[src/rtl/lcd_pkg.sv]
// lcd_pkg: shared types and constants for the DE2 character-LCD write path.
//   - lcd_state_e : write-engine state encoding
//   - DEF_*_CYC   : default timing in iCLK cycles (50 MHz)
//   - CMD_*       : common HD44780 command bytes
//   - is_slow_cmd : true for clear/home, which need the long settle time
//   - cnt_width   : counter width needed to hold values 0..n-1
package lcd_pkg;

  typedef enum logic [2:0] {
    IDLE  = 3'd0,
    SETUP = 3'd1,
    PULSE = 3'd2,
    HOLD  = 3'd3,
    WAIT  = 3'd4,
    DONE  = 3'd5
  } lcd_state_e;

  localparam int unsigned DEF_SETUP_CYC     = 2;
  localparam int unsigned DEF_EN_CYC        = 16;
  localparam int unsigned DEF_HOLD_CYC      = 2;
  localparam int unsigned DEF_CMD_WAIT_CYC  = 82000;
  localparam int unsigned DEF_DATA_WAIT_CYC = 2000;

  localparam logic [7:0] CMD_CLEAR           = 8'h01;
  localparam logic [7:0] CMD_HOME            = 8'h02;
  localparam logic [7:0] CMD_ENTRY           = 8'h06;
  localparam logic [7:0] CMD_DISPLAY_ON      = 8'h0C;
  localparam logic [7:0] CMD_FUNC_8BIT_2LINE = 8'h38;
  localparam logic [7:0] CMD_LINE1           = 8'h80;
  localparam logic [7:0] CMD_LINE2           = 8'hC0;

  // Clear (0x01) and home (0x02/0x03) are the only commands with DATA[7:2] == 0.
  function automatic logic is_slow_cmd(input logic rs, input logic [7:0] data);
    return (!rs) && (data[7:2] == 6'd0);
  endfunction

  function automatic int unsigned max2(input int unsigned a, input int unsigned b);
    return (a > b) ? a : b;
  endfunction

  function automatic int unsigned cnt_width(input int unsigned n);
    return (n < 2) ? 1 : $clog2(n);
  endfunction

endpackage

[src/rtl/lcd_byte_writer_if.sv]
// lcd_byte_writer_if: request/completion handshake between the LCD message
// sequencer (master) and the byte write engine (slave).
//   iDATA  : byte to write
//   iRS    : register select, 0 = command, 1 = data
//   iStart : request, a write starts on its rising edge
//   oDone  : one-cycle completion pulse
interface lcd_byte_writer_if;
  logic [7:0] iDATA;
  logic       iRS;
  logic       iStart;
  logic       oDone;

  modport master (output iDATA, output iRS, output iStart, input oDone);
  modport slave  (input iDATA, input iRS, input iStart, output oDone);
endinterface

[src/rtl/lcd_cycle_timer.sv]
// lcd_cycle_timer: loadable down-counter shared by every timed state.
//   iCLK, iRST_N : clock, async active-low reset
//   load_i       : load load_val_i this cycle (wins over counting)
//   load_val_i   : value to load; zero_o rises load_val_i cycles later
//   zero_o       : counter is at zero (it stops there)
module lcd_cycle_timer #(
  parameter int unsigned W = 4
) (
  input  logic         iCLK,
  input  logic         iRST_N,
  input  logic         load_i,
  input  logic [W-1:0] load_val_i,
  output logic         zero_o
);

  logic [W-1:0] cnt_q, cnt_d;

  always_comb begin
    cnt_d = cnt_q;
    if (load_i)
      cnt_d = load_val_i;
    else if (cnt_q != '0)
      cnt_d = cnt_q - 1'b1;
  end

  always_ff @(posedge iCLK or negedge iRST_N) begin
    if (!iRST_N) cnt_q <= '0;
    else         cnt_q <= cnt_d;
  end

  assign zero_o = (cnt_q == '0);

endmodule

[src/rtl/lcd_byte_writer.sv]
// lcd_byte_writer: writes one byte + RS to an HD44780 LCD with setup,
// enable-pulse and hold timing, then pulses oDone. Write-only (LCD_RW = 0).
//   iCLK, iRST_N : clock, async active-low reset
//   req          : sequencer handshake (iDATA, iRS, iStart in; oDone out)
//   LCD_DATA     : LCD data bus
//   LCD_RW       : constant 0
//   LCD_EN       : enable strobe, high for EN_CYC cycles per write
//   LCD_RS       : register select
// Optional build macro LCD_POST_DELAY_EN: adds a WAIT state after HOLD so the
// LCD's command execution time is covered before oDone is issued.
//
// state | meaning
// IDLE  | waiting for a rising edge on iStart
// SETUP | data/RS driven, EN low, SETUP_CYC cycles
// PULSE | EN high, EN_CYC cycles
// HOLD  | EN low, data/RS held, HOLD_CYC cycles
// WAIT  | post-write execution delay (LCD_POST_DELAY_EN only)
// DONE  | one cycle; oDone is registered from it
module lcd_byte_writer
  import lcd_pkg::*;
#(
  parameter int unsigned SETUP_CYC     = DEF_SETUP_CYC,
  parameter int unsigned EN_CYC        = DEF_EN_CYC,
  parameter int unsigned HOLD_CYC      = DEF_HOLD_CYC,
  parameter int unsigned CMD_WAIT_CYC  = DEF_CMD_WAIT_CYC,
  parameter int unsigned DATA_WAIT_CYC = DEF_DATA_WAIT_CYC
) (
  input  logic             iCLK,
  input  logic             iRST_N,
  lcd_byte_writer_if.slave req,
  output logic [7:0]       LCD_DATA,
  output logic             LCD_RW,
  output logic             LCD_EN,
  output logic             LCD_RS
);

  if (SETUP_CYC < 1 || EN_CYC < 1 || HOLD_CYC < 1 ||
      CMD_WAIT_CYC < 1 || DATA_WAIT_CYC < 1) begin : g_bad_param
    $error("lcd_byte_writer: every cycle count must be at least 1");
  end

  localparam int unsigned BASE_MAX = max2(max2(SETUP_CYC, EN_CYC), HOLD_CYC);
`ifdef LCD_POST_DELAY_EN
  localparam int unsigned MAX_CYC  = max2(BASE_MAX, max2(CMD_WAIT_CYC, DATA_WAIT_CYC));
`else
  localparam int unsigned MAX_CYC  = BASE_MAX;
`endif
  localparam int unsigned CNT_W    = cnt_width(MAX_CYC);

  lcd_state_e       state_q, state_d;
  logic [7:0]       data_q, data_d;
  logic             rs_q, rs_d;
  logic             en_q, en_d;
  logic             done_q, done_d;
  logic             start_q;
  logic             request;
  logic             tmr_load;
  logic [CNT_W-1:0] tmr_val;
  logic             tmr_zero;

  assign request = req.iStart & ~start_q;

  lcd_cycle_timer #(.W(CNT_W)) u_timer (
    .iCLK       (iCLK),
    .iRST_N     (iRST_N),
    .load_i     (tmr_load),
    .load_val_i (tmr_val),
    .zero_o     (tmr_zero)
  );

  always_comb begin
    state_d  = state_q;
    data_d   = data_q;
    rs_d     = rs_q;
    en_d     = en_q;
    tmr_load = 1'b0;
    tmr_val  = '0;
    unique case (state_q)
      IDLE: if (request) begin
        data_d   = req.iDATA;
        rs_d     = req.iRS;
        tmr_load = 1'b1;
        tmr_val  = CNT_W'(SETUP_CYC - 1);
        state_d  = SETUP;
      end
      SETUP: if (tmr_zero) begin
        en_d     = 1'b1;
        tmr_load = 1'b1;
        tmr_val  = CNT_W'(EN_CYC - 1);
        state_d  = PULSE;
      end
      PULSE: if (tmr_zero) begin
        en_d     = 1'b0;
        tmr_load = 1'b1;
        tmr_val  = CNT_W'(HOLD_CYC - 1);
        state_d  = HOLD;
      end
      HOLD: if (tmr_zero) begin
`ifdef LCD_POST_DELAY_EN
        tmr_load = 1'b1;
        tmr_val  = is_slow_cmd(rs_q, data_q) ? CNT_W'(CMD_WAIT_CYC - 1)
                                             : CNT_W'(DATA_WAIT_CYC - 1);
        state_d  = WAIT;
`else
        state_d  = DONE;
`endif
      end
`ifdef LCD_POST_DELAY_EN
      WAIT: if (tmr_zero) state_d = DONE;
`endif
      DONE:    state_d = IDLE;
      default: state_d = IDLE;
    endcase
    // Registered from DONE so the pulse lands 1+SETUP+EN+HOLD(+wait) cycles
    // after the sampling edge.
    done_d = (state_q == DONE);
  end

  always_ff @(posedge iCLK or negedge iRST_N) begin
    if (!iRST_N) begin
      state_q <= IDLE;
      data_q  <= 8'h00;
      rs_q    <= 1'b0;
      en_q    <= 1'b0;
      done_q  <= 1'b0;
      start_q <= 1'b0;
    end else begin
      state_q <= state_d;
      data_q  <= data_d;
      rs_q    <= rs_d;
      en_q    <= en_d;
      done_q  <= done_d;
      start_q <= req.iStart;
    end
  end

  assign LCD_DATA  = data_q;
  assign LCD_RS    = rs_q;
  assign LCD_EN    = en_q;
  assign LCD_RW    = 1'b0;
  assign req.oDone = done_q;

endmodule
[src/flat_wrapper.sv]
// flat-port wrapper written by rule: the top's interface ports become plain ports
module lcd_byte_writer_flat import lcd_pkg::*;
#(
  parameter int unsigned SETUP_CYC     = DEF_SETUP_CYC,
  parameter int unsigned EN_CYC        = DEF_EN_CYC,
  parameter int unsigned HOLD_CYC      = DEF_HOLD_CYC,
  parameter int unsigned CMD_WAIT_CYC  = DEF_CMD_WAIT_CYC,
  parameter int unsigned DATA_WAIT_CYC = DEF_DATA_WAIT_CYC
)
  (iCLK, iRST_N, LCD_DATA, LCD_RW, LCD_EN, LCD_RS, req_iDATA, req_iRS, req_iStart, req_oDone);
  lcd_byte_writer_if req_i ();
  input  logic iCLK;
  input  logic iRST_N;
  output logic [7:0] LCD_DATA;
  output logic LCD_RW;
  output logic LCD_EN;
  output logic LCD_RS;
  input wire logic [$bits(req_i.iDATA)-1:0] req_iDATA;
  input wire logic [$bits(req_i.iRS)-1:0] req_iRS;
  input wire logic [$bits(req_i.iStart)-1:0] req_iStart;
  output wire logic [$bits(req_i.oDone)-1:0] req_oDone;
  assign req_i.iDATA = req_iDATA;
  assign req_i.iRS = req_iRS;
  assign req_i.iStart = req_iStart;
  assign req_oDone = req_i.oDone;
  lcd_byte_writer #(.SETUP_CYC(SETUP_CYC), .EN_CYC(EN_CYC), .HOLD_CYC(HOLD_CYC), .CMD_WAIT_CYC(CMD_WAIT_CYC), .DATA_WAIT_CYC(DATA_WAIT_CYC)) u_core (.iCLK(iCLK), .iRST_N(iRST_N), .req(req_i), .LCD_DATA(LCD_DATA), .LCD_RW(LCD_RW), .LCD_EN(LCD_EN), .LCD_RS(LCD_RS));
endmodule
[config.mk]
export PLATFORM = sky130hd
export DESIGN_NAME = lcd_byte_writer_flat
export DESIGN_NICKNAME = d
export VERILOG_FILES = /design/src/rtl/lcd_pkg.sv /design/src/rtl/lcd_byte_writer_if.sv /design/src/rtl/lcd_cycle_timer.sv /design/src/rtl/lcd_byte_writer.sv /design/src/flat_wrapper.sv
export SDC_FILE = /design/constraint.sdc
export NUM_CORES = 1
export LEC_CHECK = 0
export ABC_AREA = 1
export CAP_MARGIN = 20
export CORE_ASPECT_RATIO = 0.9
export CORE_MARGIN = 4
export CORE_UTILIZATION = 50
export CTS_BUF_LIST = sky130_fd_sc_hd__clkbuf_4 sky130_fd_sc_hd__clkbuf_8 sky130_fd_sc_hd__clkbuf_16
export CTS_CLUSTER_DIAMETER = 30
export DETAILED_ROUTE_END_ITERATION = 8
export HOLD_SLACK_MARGIN = 0.03
export PLACE_DENSITY_LB_ADDON = 0.3
export SLEW_MARGIN = 15
export SYNTH_ARGS = -nofsm -noshare
export SYNTH_HDL_FRONTEND = slang
export SYNTH_SLANG_ARGS = --single-unit
[constraint.sdc]
create_clock -name iCLK -period 1.86 [get_ports iCLK]
set_input_delay 0.372 -clock iCLK [delete_from_list [all_inputs] [get_ports iCLK]]
set_output_delay 0.372 -clock iCLK [all_outputs]
set_load 0.005 [all_outputs]
==> impl_metrics.toml, run 1 <==
# implementation run metrics
[status]
status = "finished, final reports clean"

[run]
warnings = 26
maxCapViolCount = 0

[global_routing]
grt_pass1_wl_um = 2640
met2_usage_pct = 23.0
grt_use_total_pct = 14.6
grt_max_degree = 20
grt_use_met3_pct = 2.75
grt_antenna_before_repair = 0
grt_pass1_vias = 631
top_usage_layer = "met2"
grtUsageMet1_pct = 19.6
grt-ovfl-total = 0

[sta]
setup_slack_ns = 0.284
timing.fmax_mhz = 634
slew_violations = 0
post-route-min-period_ns = 1.58
holdWs_ns = 0.400
rsz0062_at_grt = "false"
hold_viol_final = 0
setup_violations = 0
fin_tns_setup_ns = 0
finalClockPeriodUsage_pct = 84.7

[die]
io_pins = 24
fp.coreArea_um2 = 1680
initial_core_util_pct = 53.3
die_area_um2 = 2540
rows = 14

[final_layout]
drive_gt1_share_pct = 20.3
final-instance-count-excl-fill = 152
nNetsFinal = 142
register_area_um2 = 475
antennaDiodeCount = 0
layout.area.comb_um2 = 365
fillCellCount = 151
area_growth_pct = 30.0

[yosys]
flop_cell = "dfrtp_1"
yosys.area_share.adder_pct = 1.39
top_cell = "nand2_1"
yosysWarnings = 0
syn_inst = 103
mux_share_pct = 0
synth.distinct_cells = 21
fp_nets = 116
syn_area_um2 = 897
yosys-top-cells-area = "dfrtp_1, nand2_1, nand2_2"
xor_share_pct = 0.976
synth-edff-count = 0
async_reset_ff_share_pct = 100
ys.flops = 19
ys_cells = 103
synthTopLogicFamily = "simple AND/OR/NAND/NOR gates"
synthAoiAreaFrac_pct = 2.65
synth_top_area_share_pct = 53.0
synth-seq-area-share_pct = 53.0
syn_avg_cell_area_um2 = 8.71
ys_sh_simple_pct = 35.3
synthTopCellsByCount = "nand2_1, dfrtp_1, nand2_2"
yosysTopAreaCell = "dfrtp_1"
ys_chip_area_um2 = 897

[setup_path]
r2r_end = "u_core.u_timer.cnt_q[2]$_DFFE_PN0P_"
ff2ff_path_depth = 6
worstSetupPathDepth = 1
crit_end = "LCD_DATA[2]"
regToRegSetupSlack_ns = 0.47
crit_buf_inv = 1
critPathMaxStageDelay_ns = 0.53
required_ns = 1.49
crit_start = "u_core.LCD_DATA[2]$_DFFE_PN0N_"
path_delay_family = "buffers and inverters"
crit_slowest_cell = "clkdlybuf4s50_1"
r2r_start = "u_core.u_timer.cnt_q[0]$_DFFE_PN0P_"
cp-start-kind = "flip-flop"
path_cells = "clkdlybuf4s50_1"
worstPathArrival_ns = 1.20
worstSetupPathType = "flip-flop to output pin"
critPathMaxFanout = 2
endpoint_kind = "output pin"

[worst_hold_path]
hp-class = "primary input to async pin"

[power_and_ir_drop]
power.density_nw_per_um2 = 1530
vdd_ir_drop_max_uv = 967
power.switching_uw = 670
seqPwrFrac_pct = 40.5
power_frac_comb_pct = 47.3
sw_frac_of_total_pct = 37.5
p_int_mw = 1.11
p_leak_nw = 0.583

[placement]
pre_cts_slack_ns = 0.152
dp_hpwl_um = 1320
place_area_um2 = 1140
dp_cells = 148
place.gp.congestion = 0.759

[routing]
via_count = 701
drc = 0
postRouteAntennaNets = 0
vias_per_cell = 4.61
wl_um = 1700
dr.pass1.iters = 4
first_iter_violations = 6
wl_per_cell_um = 11.2

[clock_tree]
cts_resized = 0
cts-root-buf = "clkbuf_4"
clk_pin_slew_ns = 0.11
cts_hold_buf = 0
cts_max_path_buffers = 2
cts_tree = "built"
clock-sinks = 19
htree_levels = 1
cts_setup_buffers = 0
## run 1: cells in the final DEF, fill, tap and decap left out
cell type / Yosys / routed
nand3b_1: 1 / 1
nand2_1: 33 / 33
a21oi_1: 2 / 2
nand4_1: 2 / 2
nand3_2: 1 / 1
nand2_2: 12 / 12
dfrtp_1: 19 / 19
conb_1: 1 / 1
nand3_1: 7 / 7
ha_1: 1 / 1
o21ai_2: 1 / 1
clkbuf_4: 0 / 4
o21ai_1: 1 / 1
buf_4: 1 / 1
nor2_1: 6 / 6
inv_2: 4 / 4
xor2_1: 1 / 1
nand3_4: 1 / 1
clkdlybuf4s50_1: 0 / 22
clkinv_1: 1 / 1
inv_1: 5 / 5
nor2_2: 2 / 2
## run 1: power by group through the flow
stage                     Sequential [mW]  Combinational (mW)  Clock, mW
after global routing                0.747               0.959      0.240
after global placement              0.725               0.827          0
final                               0.724               0.845      0.216
after CTS                           0.723               0.863      0.222
after detailed placement            0.728               0.855          0
after floorplan                     0.719               0.517          0
## run 1: per-stage QoR
stage / power [mW] / utilization (%)
after floorplan: 1.24 / -
after global placement: 1.55 / 67.6
after detailed placement: 1.58 / 67.6
after CTS: 1.81 / 69.3
after global routing: 1.95 / 69.3
final: 1.79 / 69.3
## run 1: worst register-to-register path, delay by kind of cell, from the launching register on
kind | cells | cell delay, ns
fa+ha+maj | 1 | 0.20
compound gates | 1 | 0.20
flops | 1 | 0.39
simple gates | 2 | 0.29
buf+inv | 2 | 0.25
## run 1: kinds of logic (layout without fill, tap and decap cells)
kind of cell | after synthesis | count (layout)
flops | 19 | 19
buf+inv | 12 | 37
fa+ha+maj | 1 | 1
simple gates | 65 | 65
compound gates | 4 | 4
other cells | 1 | 1
xor+xnor | 1 | 1
## run 1: worst min-delay path by stage
stage,slack (ns),endpoint,start,depth (start not counted)
global route,0.42,u_core.state_q[0]$_DFFE_PN0P_,iRST_N,2
floorplan,0.08,u_core.LCD_DATA[0]$_DFFE_PN0N_,iRST_N,0
global placement,0.47,u_core.LCD_EN$_DFFE_PN0P_,u_core.LCD_EN$_DFFE_PN0P_,2
CTS,0.41,u_core.state_q[0]$_DFFE_PN0P_,iRST_N,2
finish,0.40,u_core.LCD_DATA[0]$_DFFE_PN0N_,iRST_N,2
detailed placement,0.47,u_core.LCD_EN$_DFFE_PN0P_,u_core.LCD_EN$_DFFE_PN0P_,2
## run 1: registers in the layout, summed over array words and instances (netlist names)
name / flops
u_core.LCD_DATA: 8
u_core.u_timer.cnt_q: 4
u_core.state_q: 3
u_core.LCD_EN: 1
u_core.LCD_RS: 1
u_core.req.oDone: 1
u_core.start_q: 1
## run 1: layer usage
layer | vias to the layer above | wire [µm] | share of wire (%)
met2 | 13 | 834 | 49
met3 | 0 | 60 | 3.5
met1 | 319 | 805 | 47
met4 | 0 | 0 | 0
li1 | 369 | - | -
met5 | - | 0 | 0
## run 1: area by class of cell
cell class	instances	share of cell area, %
clock buffer	4	2.58
inverter	10	3.22
multi-input combinational	72	31.3
sequential	19	40.8
tap	24	2.58
timing repair buffer	23	19.5
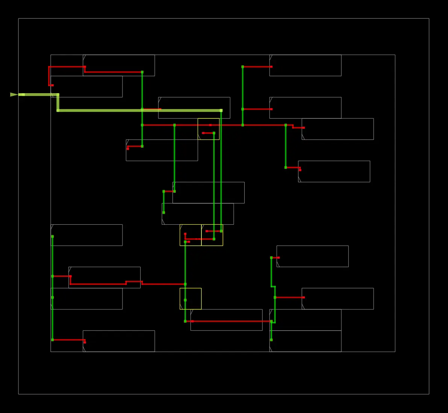
**Above:** run 1 (clock wiring as the flow saved it).
clk ins delay skew pair: 0.29 ns
clkbuf count: 4
CTS Buf Count: 3
flop count: 19
Clk. pwr: 216 µW

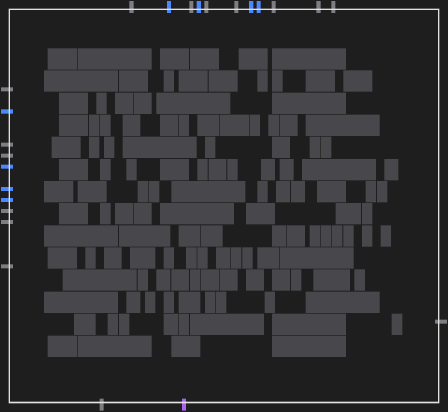
**Above:** run 1 (I/O pins on the die edge).
Pins as bars across the die edge, other pins in gray.
[blue] req_iDATA | pins: 8 | direction: input | edge: 4 left, 4 top
[purple] req_oDone | pins: 1 | direction: output | edge: bottom
all pins by edge: 11 top, 10 left, 2 bottom, 1 right
Die Width: 52.7 µm
die height: 48.2 µm
# port buffers: 22

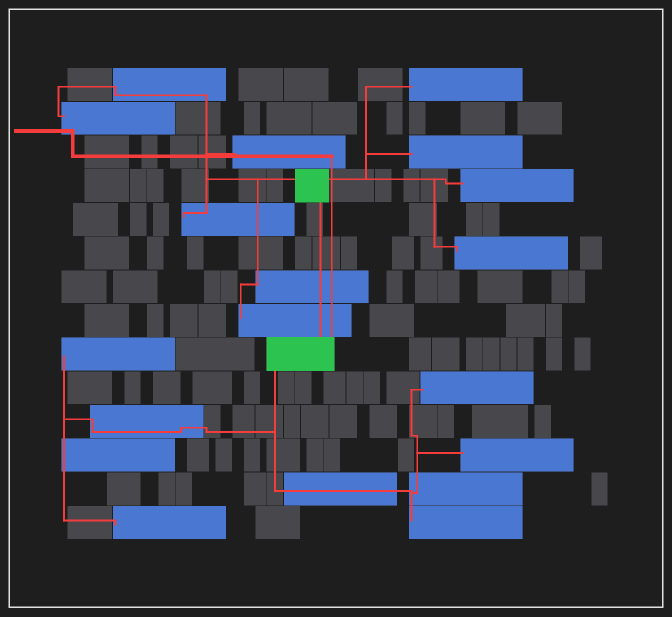
**Above:** run 1 (clock network drawn from the DEF).
[green] clock-net drivers | count: 3
[blue] flip-flops | count: 19
[red] clock wires | length: 224 µm
flops lie: spread over the die
Clock power frac: 12.1%
Worst Clk Skew: 0.00543 ns

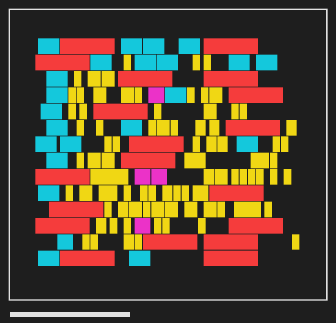
**Above:** run 1 (placed cells, one color a class).
The bar under the picture is 20 µm long.
[magenta] clock drivers and dummy loads | cells: 4
[cyan] remaining buffers and delay cells | cells: 23
[red] sequential cells | cells: 19
[yellow] remaining logic cells | cells: 82
Final Core Density: 69.3%
final instance area: 1170 µm²

--- run 2 (diff from run 1) ---
--- a/config.mk
+++ b/config.mk
@@ -9,7 +9,7 @@
 export CAP_MARGIN = 20
 export CORE_ASPECT_RATIO = 0.9
 export CORE_MARGIN = 4
-export CORE_UTILIZATION = 50
+export CORE_UTILIZATION = 42
 export CTS_BUF_LIST = sky130_fd_sc_hd__clkbuf_4 sky130_fd_sc_hd__clkbuf_8 sky130_fd_sc_hd__clkbuf_16
 export CTS_CLUSTER_DIAMETER = 30
 export DETAILED_ROUTE_END_ITERATION = 8
==> constraint.sdc (replaced) <==
create_clock -name iCLK -period 1.4 [get_ports iCLK]
set_input_delay 0.28 -clock iCLK [delete_from_list [all_inputs] [get_ports iCLK]]
set_output_delay 0.28 -clock iCLK [all_outputs]
set_load 0.005 [all_outputs]
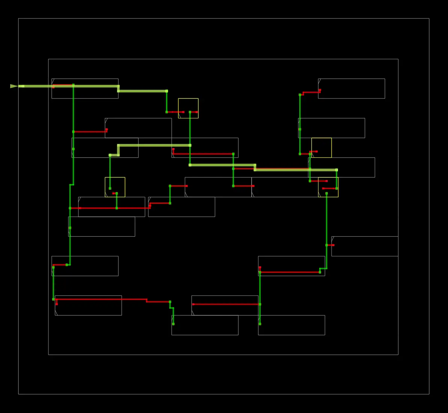
**Above:** run 2 (clock wiring as the flow saved it).
clock tree sinks: 19
Clk. pwr: 303 µW
Worst Clk Skew: 0.00444 ns

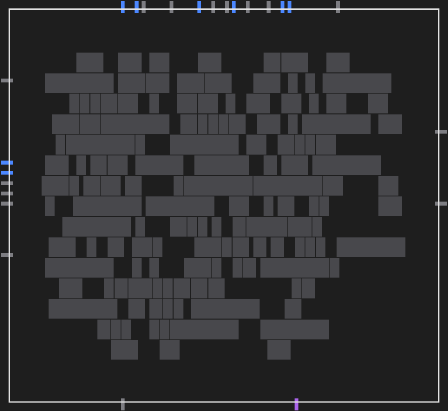
**Above:** run 2 (I/O pins on the die edge).
Pins as bars across the die edge, other pins in gray.
[blue] req_iDATA | pins: 8 | direction: input | edge: 6 top, 2 left
[purple] req_oDone | pins: 1 | direction: output | edge: bottom
all pins by edge: 13 top, 7 left, 2 right, 2 bottom
die height: 51.8 µm
Die Width: 56.7 µm

==> run 2 against run 1 <==
Effect of this change:
- area after synthesis unchanged
- global-route usage down 0.19 points
- flip-flop count unchanged
- setup slack worse by 0.18 ns
- sequential power up 28%
- wire length up 13%
- utilization down 5.1 points
- combinational power up 55%
- worst hold slack worse by 0.11 ns
- sequential share of layout area down 3.2 points
- critical path type is now flip-flop to flip-flop
- largest cell class unchanged
==> impl_metrics.toml, run 2 <==
# implementation run metrics
[status]
status = "finished, final reports clean"

[clock_tree]
cts-root-buf = "clkbuf_4"
htree_levels = 1
cts_tree = "built"
cts_max_path_buffers = 2
cts_hold_buf = 0
clk_latency_ns = 0.30
cts_buffers = 3
clk_pin_slew_ns = 0.11

[routing]
via_count = 773
wl_per_cell_um = 11.7
dr.pass1.iters = 4
vias_per_cell = 4.68
drc = 0
wl_um = 1920
postRouteAntennaNets = 0
first_iter_violations = 11

[power_and_ir_drop]
power_frac_comb_pct = 51.5
vdd_ir_drop_max_uv = 1190
clkPwrFrac_pct = 12.0
seqPwrFrac_pct = 36.5
sw_frac_of_total_pct = 37.9
power.density_nw_per_um2 = 2000
p_int_mw = 1.58
power.switching_uw = 962
p_leak_nw = 0.676

[final_layout]
final_common_cell = "nand2_1"
layout_top_cells = "nand2_1, dfrtp_1, nand2_2"
antennaDiodeCount = 0
drive_gt1_share_pct = 29.3
layout.area.comb_um2 = 375
nNetsFinal = 154
fin_util_pct = 64.3
fillCellCount = 192
register_area_um2 = 475
largest_reg_flops = 8
stdcell_area_um2 = 1270

[yosys]
syn_inst = 103
top_cell = "nand2_1"
yosysTopAreaCell = "dfrtp_1"
ys.flops = 19
yosysWarnings = 0
ys_chip_area_um2 = 897
synth-edff-count = 0
flop_cell = "dfrtp_1"
async_reset_ff_share_pct = 100
synth-seq-area-share_pct = 53.0
synthTopCellsByCount = "nand2_1, dfrtp_1, nand2_2"
yosys-top-cells-area = "dfrtp_1, nand2_1, nand2_2"
syn_avg_cell_area_um2 = 8.71
fp_nets = 116
syn_area_um2 = 897
synth_top_area_share_pct = 53.0
synth.distinct_cells = 21
ys_cells = 103

[run]
maxCapViolCount = 0
warnings = 26

[setup_path]
ff2ff_path_depth = 6
required_ns = 1.63
regToRegSetupSlack_ns = 0.10
cp-start-kind = "flip-flop"
critPathMaxFanout = 5
worstPathArrival_ns = 1.53
endpoint_kind = "flip-flop"
worstSetupPathType = "flip-flop to flip-flop"

[die]
io_pins = 24
initial_core_util_pct = 45.5
fp.coreArea_um2 = 1970
rows = 15
die_area_um2 = 2940

[sta]
finalClockPeriodUsage_pct = 92.8
setup_violations = 0
setup_slack_ns = 0.101
fin_tns_setup_ns = 0
holdWs_ns = 0.288
timing.fmax_mhz = 770
slew_violations = 0
post-route-min-period_ns = 1.30
hold_viol_final = 0

[global_routing]
grt-ovfl-total = 0
top_usage_layer = "met2"
grt_use_met3_pct = 5.96
grt_pass1_vias = 724
grt_use_total_pct = 14.5
grt_max_degree = 20
grt_pass1_wl_um = 3230
grtUsageMet1_pct = 17.7
met2_usage_pct = 24.2
grt_antenna_before_repair = 0

[placement]
dp_hpwl_um = 1420
pre_cts_slack_ns = -0.137
numPortBuffers = 22
place_area_um2 = 1160
place.gp.congestion = 0.795

[worst_hold_path]
hp-class = "primary input to async pin"
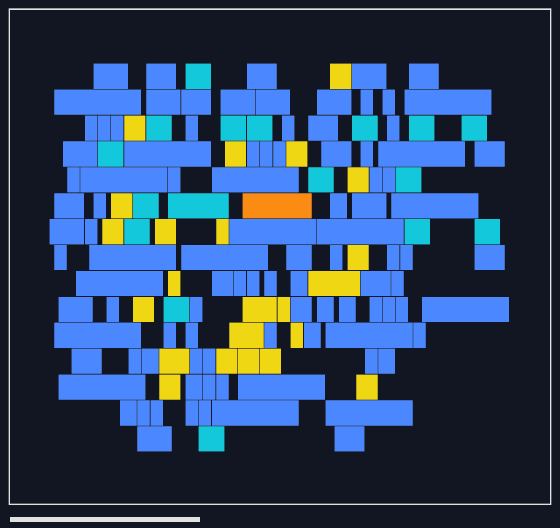
**Above:** run 2 (drive-strength map).
The bar under the picture is 20 µm long.
[blue] x1 and smaller | cells: 99 | most used: nand2_1
[orange] x6 and larger | cells: 1 | most used: buf_12
[yellow] x2 | cells: 23 | most used: nand2_2
[cyan] x3 and x4 | cells: 17 | most used: buf_4
synthesis-to-finish area growth: 41.1%
Non-clk bufs: 35

run 2: cell counts after synthesis:
No cell type changed its count.
run 2: per-stage QoR:
step | std cells | power (mW)
global route | 165 | 2.77
CTS | 165 | 2.53
finish | 165 | 2.54
global placement | 151 | 2.09
floorplan | 103 | 1.64
detailed placement | 151 | 2.13
run 2: kinds of logic after synthesis:
kind of cell             Yosys count  synth area share, %
AND/OR/NAND/NOR                   65                 35.3
XOR/XNOR                           1                0.976
flip-flops                        19                 53.0
other                              1                0.418
buffers and inverters             12                 6.28
adder cells (fa/ha/maj)            1                 1.39
AND-OR/OR-AND                      4                 2.65
run 2: final timing paths:
check                                                          from                             endpoint
worst max-delay path            u_core.u_timer.cnt_q[0]$_DFFE_PN0P_  u_core.u_timer.cnt_q[2]$_DFFE_PN0P_
worst min-delay path                                         iRST_N        u_core.state_q[1]$_DFFE_PN0P_
worst max register to register  u_core.u_timer.cnt_q[0]$_DFFE_PN0P_  u_core.u_timer.cnt_q[2]$_DFFE_PN0P_
worst min register to register  u_core.u_timer.cnt_q[0]$_DFFE_PN0P_  u_core.u_timer.cnt_q[0]$_DFFE_PN0P_
max in group asynchronous                                    iRST_N       u_core.LCD_DATA[1]$_DFFE_PN0N_
min in group iCLK                                        req_iStart             u_core.start_q$_DFF_PN0_
run 2: metal layers:
layer	routed length [µm]	vias to the layer above
met3	100	0
met1	823	361
met5	0	-
met2	999	17
met4	0	0
li1	-	395
run 2: what timing repair did:
action                                  4_1_cts  5_1_grt
cloned                                        0        0
buffers inserted                             10        0
resized                                      11        3
endpoints found under the setup margin       11        4
run 2: area by class of cell:
class | count | area share, %
inverters | 10 | 2.96
flip-flops and latches | 19 | 37.5
multi-input cells | 72 | 29.6
repair buffers | 35 | 25.0
well taps | 25 | 2.47
clock buffers | 4 | 2.37
run 2: critical path, cell delays in order, from the launching register on:
cell and delay, ns:
dfrtp_1 0.39, inv_1 0.12, ha_2 0.22, nand2_2 0.09
inv_2 0.11, nand3_2 0.12, a21oi_1 0.18
run 2: power by group through the flow:
stage	Sequential [mW]	Clock, mW	Combinational [mW]
after global routing	0.964	0.345	1.46
final	0.927	0.303	1.31
after detailed placement	0.974	0	1.16
after floorplan	0.955	0	0.687
after CTS	0.929	0.314	1.29
after global placement	0.961	0	1.13
No activity file was given, so power comes from the tool's default toggle rates.
